[src/rtl/pixel_input_capture.sv]
// Video input front end: oversamples the external pixel interface in the core clock
// domain, converts active RGB888 pixels to luma and tags them with coordinates.
module pixel_input_capture #(
    parameter int SYNC_STAGES = 2,
    parameter int X_W         = 11,
    parameter int Y_W         = 11,
    parameter int MAX_W       = 1280
) (
    input  logic           I_CORE_CLK,
    input  logic           I_RST,
    input  logic [23:0]    I_PIX_DATA,
    input  logic           I_VSYNC,
    input  logic           I_HSYNC,
    input  logic           I_DE,
    input  logic           I_PCLK,
    output logic           O_PIX_VALID,
    output logic [7:0]     O_PIX_LUMA,
    output logic [X_W-1:0] O_PIX_X,
    output logic [Y_W-1:0] O_PIX_Y,
    output logic           O_SOF,
    output logic           O_EOL,
    output logic           O_VSYNC_S,
    output logic           O_HSYNC_S,
    output logic           O_DE_S,
    output logic           O_OVERFLOW
);

    localparam int IN_W = 28;
    localparam logic [X_W-1:0] LP_MAX_X = X_W'(MAX_W);

    typedef enum logic {
        S_WAIT_VS = 1'b0,
        S_FRAME   = 1'b1
    } state_t;

    // Rounded BT.601-style luma; the weights sum to 256 so the result never exceeds 255.
    function automatic logic [7:0] f_luma(input logic [23:0] px);
        logic [15:0] acc;
        acc = 16'd77  * 16'(px[23:16])
            + 16'd150 * 16'(px[15:8])
            + 16'd29  * 16'(px[7:0])
            + 16'd128;
        return 8'(acc >> 8);
    endfunction

    logic [IN_W-1:0] r_sync [SYNC_STAGES];
    logic [IN_W-1:0] w_sync;
    logic            w_pclk_s;
    logic            r_pclk_d;
    logic            w_event;

    // Synchronizer stage: every input shares the same flop chain so they stay aligned
    always_ff @(posedge I_CORE_CLK or posedge I_RST) begin
        if (I_RST) begin
            for (int i = 0; i < SYNC_STAGES; i++) begin
                r_sync[i] <= '0;
            end
            r_pclk_d <= 1'b0;
        end else begin
            r_sync[0] <= {I_PCLK, I_VSYNC, I_HSYNC, I_DE, I_PIX_DATA};
            for (int i = 1; i < SYNC_STAGES; i++) begin
                r_sync[i] <= r_sync[i-1];
            end
            r_pclk_d <= w_pclk_s;
        end
    end

    assign w_sync   = r_sync[SYNC_STAGES-1];
    assign w_pclk_s = w_sync[27];
    assign w_event  = w_pclk_s & ~r_pclk_d;

    logic        r_vld_p0;
    logic [23:0] r_data_p0;
    logic        r_vs_p0;
    logic        r_hs_p0;
    logic        r_de_p0;
    logic        r_vs_prev;
    logic        r_de_prev;

    // Stage p0: capture one sample per pixel-clock rising edge
    always_ff @(posedge I_CORE_CLK or posedge I_RST) begin
        if (I_RST) begin
            r_vld_p0  <= 1'b0;
            r_data_p0 <= '0;
            r_vs_p0   <= 1'b0;
            r_hs_p0   <= 1'b0;
            r_de_p0   <= 1'b0;
            r_vs_prev <= 1'b0;
            r_de_prev <= 1'b0;
        end else begin
            r_vld_p0 <= w_event;
            if (w_event) begin
                r_data_p0 <= w_sync[23:0];
                r_de_p0   <= w_sync[24];
                r_hs_p0   <= w_sync[25];
                r_vs_p0   <= w_sync[26];
                r_vs_prev <= r_vs_p0;
                r_de_prev <= r_de_p0;
            end
        end
    end

    logic w_vs_rise;
    logic w_de_fall;

    assign w_vs_rise = r_vs_p0 & ~r_vs_prev;
    assign w_de_fall = ~r_de_p0 & r_de_prev;

    state_t         r_state;
    state_t         w_state_nxt;
    logic [X_W-1:0] r_x;
    logic [X_W-1:0] w_x_nxt;
    logic [Y_W-1:0] r_y;
    logic [Y_W-1:0] w_y_nxt;
    logic           r_first;
    logic           w_first_nxt;
    logic           r_ovf;
    logic           w_ovf_nxt;
    logic           w_emit;
    logic           w_sof;
    logic           w_eol;
    logic [X_W-1:0] w_px;
    logic [Y_W-1:0] w_py;

    // A VSYNC restart is applied before the pixel of the same sample is tagged
    always_comb begin
        w_state_nxt = r_state;
        w_x_nxt     = r_x;
        w_y_nxt     = r_y;
        w_first_nxt = r_first;
        w_ovf_nxt   = r_ovf;
        w_emit      = 1'b0;
        w_sof       = 1'b0;
        w_eol       = 1'b0;
        w_px        = r_x;
        w_py        = r_y;
        if (r_vld_p0) begin
            case (r_state)
                S_WAIT_VS: begin
                    if (w_vs_rise) begin
                        w_state_nxt = S_FRAME;
                        w_x_nxt     = '0;
                        w_y_nxt     = '0;
                        w_first_nxt = 1'b1;
                        w_ovf_nxt   = 1'b0;
                    end
                end
                S_FRAME: begin
                    if (w_vs_rise) begin
                        w_x_nxt     = '0;
                        w_y_nxt     = '0;
                        w_first_nxt = 1'b1;
                        w_ovf_nxt   = 1'b0;
                    end
                    if (r_de_p0) begin
                        if (w_x_nxt == LP_MAX_X) begin
                            w_ovf_nxt   = 1'b1;
                            w_state_nxt = S_WAIT_VS;
                        end else begin
                            w_emit      = 1'b1;
                            w_sof       = w_first_nxt;
                            w_px        = w_x_nxt;
                            w_py        = w_y_nxt;
                            w_x_nxt     = w_x_nxt + X_W'(1);
                            w_first_nxt = 1'b0;
                        end
                    end else if (w_de_fall) begin
                        w_eol   = 1'b1;
                        w_x_nxt = '0;
                        if (!w_vs_rise) begin
                            w_y_nxt = w_y_nxt + Y_W'(1);
                        end
                    end
                end
                default: w_state_nxt = S_WAIT_VS;
            endcase
        end
    end

    logic           r_pix_vld_p1;
    logic           r_sof_p1;
    logic           r_eol_p1;
    logic [7:0]     r_luma_p1;
    logic [X_W-1:0] r_px_p1;
    logic [Y_W-1:0] r_py_p1;

    // Stage p1: frame state and registered outputs; data outputs hold between pulses
    always_ff @(posedge I_CORE_CLK or posedge I_RST) begin
        if (I_RST) begin
            r_state      <= S_WAIT_VS;
            r_x          <= '0;
            r_y          <= '0;
            r_first      <= 1'b0;
            r_ovf        <= 1'b0;
            r_pix_vld_p1 <= 1'b0;
            r_sof_p1     <= 1'b0;
            r_eol_p1     <= 1'b0;
            r_luma_p1    <= '0;
            r_px_p1      <= '0;
            r_py_p1      <= '0;
        end else begin
            r_state      <= w_state_nxt;
            r_x          <= w_x_nxt;
            r_y          <= w_y_nxt;
            r_first      <= w_first_nxt;
            r_ovf        <= w_ovf_nxt;
            r_pix_vld_p1 <= w_emit;
            r_sof_p1     <= w_sof;
            r_eol_p1     <= w_eol;
            if (w_emit) begin
                r_luma_p1 <= f_luma(r_data_p0);
                r_px_p1   <= w_px;
                r_py_p1   <= w_py;
            end
        end
    end

    assign O_PIX_VALID = r_pix_vld_p1;
    assign O_PIX_LUMA  = r_luma_p1;
    assign O_PIX_X     = r_px_p1;
    assign O_PIX_Y     = r_py_p1;
    assign O_SOF       = r_sof_p1;
    assign O_EOL       = r_eol_p1;
    assign O_VSYNC_S   = r_vs_p0;
    assign O_HSYNC_S   = r_hs_p0;
    assign O_DE_S      = r_de_p0;
    assign O_OVERFLOW  = r_ovf;

endmodule

[config.mk]
export PLATFORM = sky130hd
export DESIGN_NAME = pixel_input_capture
export DESIGN_NICKNAME = d
export VERILOG_FILES = /design/src/rtl/pixel_input_capture.sv
export SDC_FILE = /design/constraint.sdc
export NUM_CORES = 1
export LEC_CHECK = 0
export ABC_AREA = 1
export CAP_MARGIN = 10
export CORE_ASPECT_RATIO = 0.8
export CORE_MARGIN = 4
export CORE_UTILIZATION = 53
export DETAILED_ROUTE_END_ITERATION = 16
export GPL_TIMING_DRIVEN = 0
export PLACE_DENSITY = 0.74
export SETUP_SLACK_MARGIN = 0.15
export SLEW_MARGIN = 20
export SYNTH_ARGS = -nofsm -noshare
export SYNTH_HDL_FRONTEND = slang
export SYNTH_SLANG_ARGS = --single-unit
[constraint.sdc]
create_clock -name I_CORE_CLK -period 15.2 [get_ports I_CORE_CLK]
set_input_delay 4.56 -clock I_CORE_CLK [delete_from_list [all_inputs] [get_ports I_CORE_CLK]]
set_output_delay 4.56 -clock I_CORE_CLK [all_outputs]
set_load 0.01 [all_outputs]
==> results.yml <==
# implementation run metrics
worst_setup_path:
  cp-end-kind: "register"
  crit_type: "register to register"
  worstPathArrival_ns: 6.92
  path_depth: 26
  regToRegSetupSlack_ns: 8.64
  critPathBufInv: 4
  crit_end: "O_PIX_LUMA[7]$_DFFE_PP0P_"
  cp.required_ns: 15.56
final_layout:
  fin_area_um2: 10500
  layout.cells.non_filler: 1276
  n_fill_cell: 1348
  final_core_util_pct: 63.5
  layout_top_cell: "nand2_1"
  seq-cell-share_pct: 34.5
  drive_gt1_share_pct: 6.25
  regArea_um2: 3630
  comb_cells: 632
  seq_cells: 145
drt:
  drtIter0Drc: 433
  drt_wl_total_um: 18300
  wl_per_cell_um: 14.3
  drcViolationCount: 0
  wl_met2_um: 7870
  drt-met1-wl_um: 9150
  wl_met3_um: 1020
hold_path:
  hp-class: "register to register"
  holdPathStages: 0
  hold_end: "w_sync[24]$_DFF_PP0_"
clock_network:
  clock-root-buffer: "clkbuf_16"
  cts_tree: "yes"
  cts_hold_buf: 0
  clk_pin_slew_worst_paths_ns: 0.06
  clk_latency_ns: 0.43
  cts_made_buffers: 17
sta:
  fin_crit_sh_pct: 43.2
  hold_ws_ns: 0.348
  worst_slew_pin_slew_ns: 0.620
  max_slew_margin_pct: 58.7
  fmax_ghz: 0.152
  fin_tns_setup_ns: 0
  rsz0062_at_grt: "false"
  fin_skew_ns: 0.0159
yosys:
  yosysMostFrequentCell: "nand2_1"
  flop_cell: "dfrtp_1"
  top_cells_by_count: "nand2_1 (241), inv_1 (161), dfrtp_1 (145)"
  ys_cells: 957
  top_logic_kind: "adder cells"
  mappedNetlistArea_um2: 8950
  yosys_warnings: 0
  numSynthFlops: 145
  avgSynthCellArea_um2: 9.35
  syn-num-nets: 1142
  aoi_share_pct: 5.93
  synth_adder_area_share_pct: 26.3
run:
  maxCapViolations: 0
  tool_warnings: 32
global_route:
  grt_use_met2_pct: 29.4
  use_met3_pct: 4.07
  grt_use_total_pct: 20.3
  grt-busiest-layer: "met1"
  overflow: 0
floorplanning:
  die_y_um: 124
  die_w_um: 153
  nWellTaps: 220
  core-area_um2: 16600
place:
  io_buffers: 66
  dpl.cell_count: 1244
  place_ws_ns: 8.66
  place_hpwl_um: 13800
run_status:
  status: "finished clean"
Fig. 1: the metal 2 layer
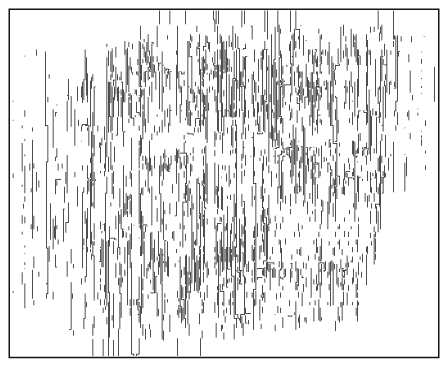
share of all routed wire: 43%
longest straight run: 43.9 um
main direction: vertical

Fig. 2: placed cells, one colour a class
Scale bar: 50 um. Fill, decap, tap and diode cells in grey.
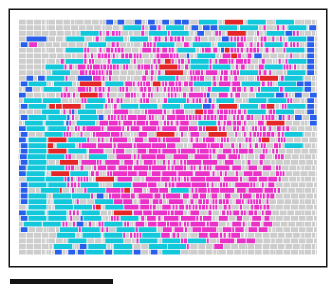
| class | colour | cells | share of their area |
|---|---|---|---|
| all other logic | magenta | 797 | 51% |
| flip-flops | cyan | 145 | 35% |
| clock drivers and dummy loads | red | 32 | 5.7% |
| other buffers and delay cells | blue | 82 | 7.7% |

Fig. 3: cell sizes after repair
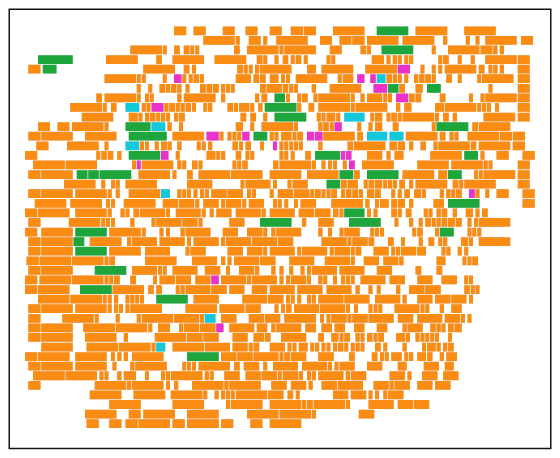
| size | colour | cells |
|---|---|---|
| drive 6 and up | green | 35 |
| drive 2 | magenta | 21 |
| drive 3 to 4 | cyan | 10 |
| drive 1 or less | orange | 990 |

